===== src/rtl/pipe_ctrl_pkg.sv =====
// pipe_ctrl_pkg: shared FSM state and forwarding-select types for the pipeline controller
package pipe_ctrl_pkg;
    typedef enum logic [1:0] {
        RUN        = 2'd0,
        LOAD_STALL = 2'd1,
        EX_WAIT    = 2'd2,
        MEM_WAIT   = 2'd3
    } ctrl_state_t;

    typedef logic [1:0] fwd_sel_t;
    localparam fwd_sel_t FWD_RF  = 2'b00;
    localparam fwd_sel_t FWD_WB  = 2'b01;
    localparam fwd_sel_t FWD_MEM = 2'b10;

    // Youngest producer wins; register 0 is hardwired and never forwarded.
    function automatic fwd_sel_t fwd_pick(input logic mem_we, input logic [4:0] mem_dest,
                                          input logic wb_we, input logic [4:0] wb_dest,
                                          input logic [4:0] src);
        return (mem_we && mem_dest != 5'd0 && mem_dest == src) ? FWD_MEM :
               (wb_we && wb_dest != 5'd0 && wb_dest == src) ? FWD_WB : FWD_RF;
    endfunction
endpackage


===== src/rtl/pipe_fwd_unit.sv =====
// pipe_fwd_unit: combinational EX-operand forwarding selects for both source operands
module pipe_fwd_unit
    import pipe_ctrl_pkg::*;
(
    input  logic       mem_we,
    input  logic [4:0] mem_dest,
    input  logic       wb_we,
    input  logic [4:0] wb_dest,
    input  logic [4:0] ex_rs,
    input  logic [4:0] ex_rt,
    output logic [1:0] fwd_a_sel,
    output logic [1:0] fwd_b_sel
);
    // Same priority rule applied independently to rs and rt
    always_comb begin
        fwd_a_sel = fwd_pick(mem_we, mem_dest, wb_we, wb_dest, ex_rs);
        fwd_b_sel = fwd_pick(mem_we, mem_dest, wb_we, wb_dest, ex_rt);
    end
endmodule


===== src/rtl/pipe_hazard_ctrl.sv =====
// pipe_hazard_ctrl: stall/flush sequencer and memory-wait watchdog for the 5-stage pipeline.
// Optional performance counters are built only when PIPE_CTRL_PERF_EN is defined.
module pipe_hazard_ctrl
    import pipe_ctrl_pkg::*;
#(
    parameter int MEM_TIMEOUT = 255,
    parameter int PERF_W      = 32
) (
    input  logic              clock,
    input  logic              reset,
    input  logic              id_valid,
    input  logic              id_uses_rs,
    input  logic              id_uses_rt,
    input  logic [4:0]        id_rs,
    input  logic [4:0]        id_rt,
    input  logic              ex_valid,
    input  logic              ex_is_load,
    input  logic              ex_we,
    input  logic [4:0]        ex_rs,
    input  logic [4:0]        ex_rt,
    input  logic [4:0]        ex_dest,
    input  logic              mem_we,
    input  logic [4:0]        mem_dest,
    input  logic              wb_we,
    input  logic [4:0]        wb_dest,
    input  logic              ex_branch_taken,
    input  logic              ex_stall_req,
    input  logic              mem_stall_req,
    output logic              pc_en,
    output logic              if_id_en,
    output logic              id_ex_en,
    output logic              ex_mem_en,
    output logic              if_id_flush,
    output logic              id_ex_bubble,
    output logic              ex_mem_bubble,
    output logic              mem_wb_bubble,
    output logic [1:0]        fwd_a_sel,
    output logic [1:0]        fwd_b_sel,
    output logic [1:0]        ctrl_state,
`ifdef PIPE_CTRL_PERF_EN
    output logic [PERF_W-1:0] perf_stall_cycles,
    output logic [PERF_W-1:0] perf_flushes,
`endif
    output logic              err_mem_timeout
);
    localparam int WD_W = ($clog2(MEM_TIMEOUT + 1) > 8) ? $clog2(MEM_TIMEOUT + 1) : 8;

    ctrl_state_t     state_q, state_d;
    logic [WD_W-1:0] wd_q, wd_d;
    logic            err_q, err_d;
    logic            lu, lu_stall;
    logic            unused_ex_we;

    // ex_we is informational only: load-use detection keys off ex_is_load
    assign unused_ex_we = ex_we;
    assign ctrl_state = state_q;
    assign err_mem_timeout = err_q;

    pipe_fwd_unit u_fwd (
        .mem_we   (mem_we),
        .mem_dest (mem_dest),
        .wb_we    (wb_we),
        .wb_dest  (wb_dest),
        .ex_rs    (ex_rs),
        .ex_rt    (ex_rt),
        .fwd_a_sel(fwd_a_sel),
        .fwd_b_sel(fwd_b_sel)
    );

    // Prioritised hazard resolution; a frozen stage holds ex_branch_taken so deferral is implicit
    always_comb begin
        lu = ex_valid & ex_is_load & (ex_dest != 5'd0) & id_valid
             & ((id_uses_rs & (id_rs == ex_dest)) | (id_uses_rt & (id_rt == ex_dest)))
             & (state_q != LOAD_STALL);
        lu_stall      = ~ex_branch_taken & lu;
        pc_en         = ~(reset | mem_stall_req | ex_stall_req | lu_stall);
        if_id_en      = pc_en;
        id_ex_en      = ~(reset | mem_stall_req | ex_stall_req);
        ex_mem_en     = ~(reset | mem_stall_req);
        if_id_flush   = reset | (~mem_stall_req & ~ex_stall_req & ex_branch_taken);
        id_ex_bubble  = reset | (~mem_stall_req & ~ex_stall_req & (ex_branch_taken | lu));
        ex_mem_bubble = reset | (~mem_stall_req & ex_stall_req);
        mem_wb_bubble = reset | mem_stall_req;
        state_d = mem_stall_req ? MEM_WAIT : ex_stall_req ? EX_WAIT : lu_stall ? LOAD_STALL : RUN;
    end

    // Watchdog counts consecutive MEM_WAIT cycles, saturates, and latches a sticky error
    always_comb begin
        wd_d  = (state_d == MEM_WAIT) ? ((&wd_q) ? wd_q : wd_q + 1'b1) : '0;
        err_d = err_q | ((state_d == MEM_WAIT) && (wd_d >= WD_W'(MEM_TIMEOUT)));
    end

    // Controller state registers
    always_ff @(posedge clock or posedge reset) begin
        if (reset) begin
            state_q <= RUN;
            wd_q    <= '0;
            err_q   <= 1'b0;
        end else begin
            state_q <= state_d;
            wd_q    <= wd_d;
            err_q   <= err_d;
        end
    end

`ifdef PIPE_CTRL_PERF_EN
    logic [PERF_W-1:0] perf_stall_q, perf_stall_d, perf_flush_q, perf_flush_d;

    assign perf_stall_cycles = perf_stall_q;
    assign perf_flushes      = perf_flush_q;

    // Free-running wrap-around counters of fetch-frozen cycles and redirect flushes
    always_comb begin
        perf_stall_d = perf_stall_q + {{(PERF_W-1){1'b0}}, ~pc_en};
        perf_flush_d = perf_flush_q + {{(PERF_W-1){1'b0}}, if_id_flush};
    end

    // Performance counter registers
    always_ff @(posedge clock or posedge reset) begin
        if (reset) begin
            perf_stall_q <= '0;
            perf_flush_q <= '0;
        end else begin
            perf_stall_q <= perf_stall_d;
            perf_flush_q <= perf_flush_d;
        end
    end
`else
    logic unused_perf_w;
    assign unused_perf_w = |PERF_W;
`endif
endmodule


===== config.mk =====
export PLATFORM = sky130hd
export DESIGN_NAME = pipe_hazard_ctrl
export DESIGN_NICKNAME = d
export VERILOG_FILES = /design/src/rtl/pipe_ctrl_pkg.sv /design/src/rtl/pipe_fwd_unit.sv /design/src/rtl/pipe_hazard_ctrl.sv
export SDC_FILE = /design/constraint.sdc
export NUM_CORES = 1
export LEC_CHECK = 0
export ABC_CLOCK_PERIOD_IN_PS = 3700
export CAP_MARGIN = 20
export CORE_ASPECT_RATIO = 0.9
export CORE_MARGIN = 2
export CORE_UTILIZATION = 41
export DETAILED_ROUTE_END_ITERATION = 6
export GPL_TIMING_DRIVEN = 0
export PLACE_DENSITY = 0.86
export SLEW_MARGIN = 25
export SYNTH_ARGS = -nofsm -noshare
export SYNTH_HDL_FRONTEND = slang
export SYNTH_SLANG_ARGS = --single-unit

===== constraint.sdc =====
create_clock -name clock -period 3.7 [get_ports clock]
set_input_delay 0.925 -clock clock [delete_from_list [all_inputs] [get_ports clock]]
set_output_delay 0.925 -clock clock [all_outputs]
set_load 0.05 [all_outputs]

### Routed metal, one colour a layer

(4 px per um)
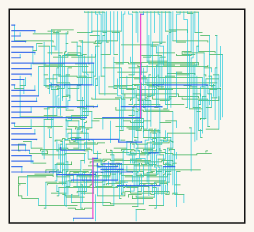
M3: drawn in blue, wire length 311 um. M1: drawn in green, wire length 1370 um. M4: drawn in magenta, wire length 40.8 um. M2: drawn in cyan, wire length 1820 um.

### The clock network

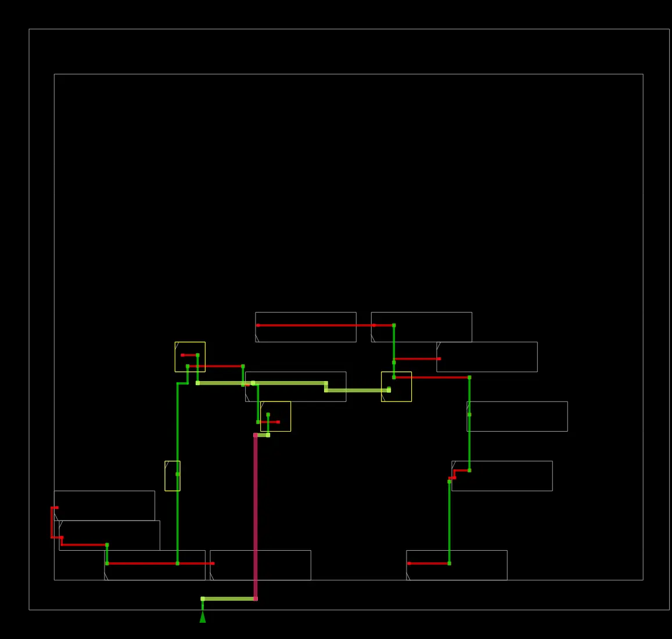
clk sinks: 11
# clk buffers: 4
Power Clock: 0.0000827 W
CTS buffer count: 3
flop count: 11

### Pin placement

(6 px per um) Pins as bars across the die edge, other pins in grey.
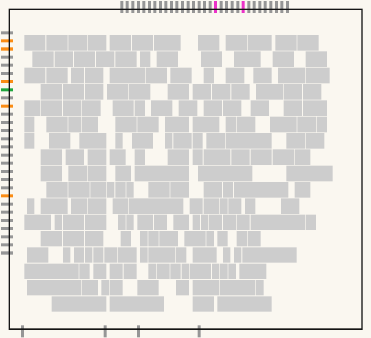
`fwd_a_sel`: drawn in magenta, pins 2, direction output, edge top. `if_id_flush`: drawn in green, pins 1, direction output, edge left. `id_rt`: drawn in orange, pins 5, direction input, edge left.

### Placed cells, one colour a class

(4 px per um)
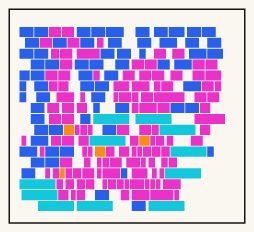
remaining buffers and delay cells: drawn in blue, cells 65, share of their area 35%. registers: drawn in cyan, cells 11, share of their area 15%. remaining logic cells: drawn in magenta, cells 117, share of their area 48%. clock drivers and dummy loads: drawn in orange, cells 4, share of their area 1.5%.

==> GITHUB_STEP_SUMMARY <==
## Implementation flow summary

| Metric | Value |
|---|---|
| Core area | `2490 sq um` |
| FF-to-FF path depth | `6` |
| Top sig layer | `met4` |
| CTS root buffer | `clkbuf_4` |
| Final GP Congestion | `0.983` |
| Proportion of layout cells with a drive suffix above 1 | `14.2%` |
| Hold Path Depth | `2` |
| Synth cell types | `40` |
| Grt met2 use | `40.8%` |
| Avg WL per Cell | `15.8 um` |
| First-pass GRT wire length | `5400 um` |
| Area reported by Yosys stat | `1100 sq um` |
| Synth Seq Share | `25.1%` |
| Ys async rst share | `100%` |
| Reg2reg end | `err_mem_timeout` |
| Non-clock buffers | `65` |
| Total gr overflow | `0` |
| Fin crit period | `3.69 ns` |
| Synth area leaders | `dfrtp_1 25%, xor2_1 18%, xnor2_1 6.4%, nor4_1 3.4%, or4_1 3.4%` |
| Area occupied by registers | `275 sq um` |
| Hold_buf cts | `0` |
| Synth Flop Type | `dfrtp_1` |
| Reg2reg setup slack | `1.94 ns` |
| Half-perimeter wire length after placement | `2920 um` |
| Cell Count Post-Placement | `220` |
| Placed cell areas | `1770 sq um` |
| Non-Filler Instances | `225` |
| Crit. Startpoint | `mem_dest[4]` |
| Worst hold margin | `0.586 ns` |
| Status | `completed` |
| Routed vias/inst | `5.66` |
| Tot Pwr | `0.000372 W` |
| Area fraction in xor and xnor cells | `24.7%` |
| Met3 WL post-DR | `310 um` |
| Multi-input gates | `108` |
| Post-synthesis cell count from yosys | `131` |
| Worst hold start | `wd_q[1]` |
| Leading cell kind | `combinational gates` |
| Fill cell count | `176` |
| Die x size | `58.5 um` |
| Synth Area in Adders | `1.14%` |
| DIE HEIGHT | `53.1 um` |
| Reg power frac | `34.5%` |
| Post-synthesis cell count | `131` |
| Met2 Routed Length | `1820 um` |
| Met1 WL | `1370 um` |
| Fin. Hold Viols | `0` |
| Commonest cells in the netlist | `23 x xor2_1, 11 x dfrtp_1, 9 x inv_1, 9 x nand2_1, 8 x xnor2_1` |
| Sw frac | `34.0%` |
==> critical path: stages <==
cell             delay [ns]
clkdlybuf4s50_1        0.47
or4_4                  0.56
o21ai_2                0.21
nor4_2                 0.10
nor4_4                 0.31
buf_6                  0.20
==> placed cells by master (no fill, tap or decap), types with 3 or more instances in the layout <==
cell type / synthesis / final
nand2_1: 9 / 9
dlymetal6s2s_1: 0 / 7
xnor2_1: 8 / 8
nor4_1: 6 / 3
inv_1: 9 / 8
nand3_1: 4 / 4
a31oi_1: 4 / 4
nor4_2: 2 / 3
buf_2: 2 / 5
clkdlybuf4s50_1: 0 / 47
or4_1: 5 / 3
nor2_1: 7 / 7
o21ai_0: 7 / 6
dfrtp_1: 11 / 11
xor2_1: 23 / 23
a21oi_1: 5 / 5
clkbuf_4: 0 / 3
Power figures rest on the tool's default switching activity, not on a simulated workload.
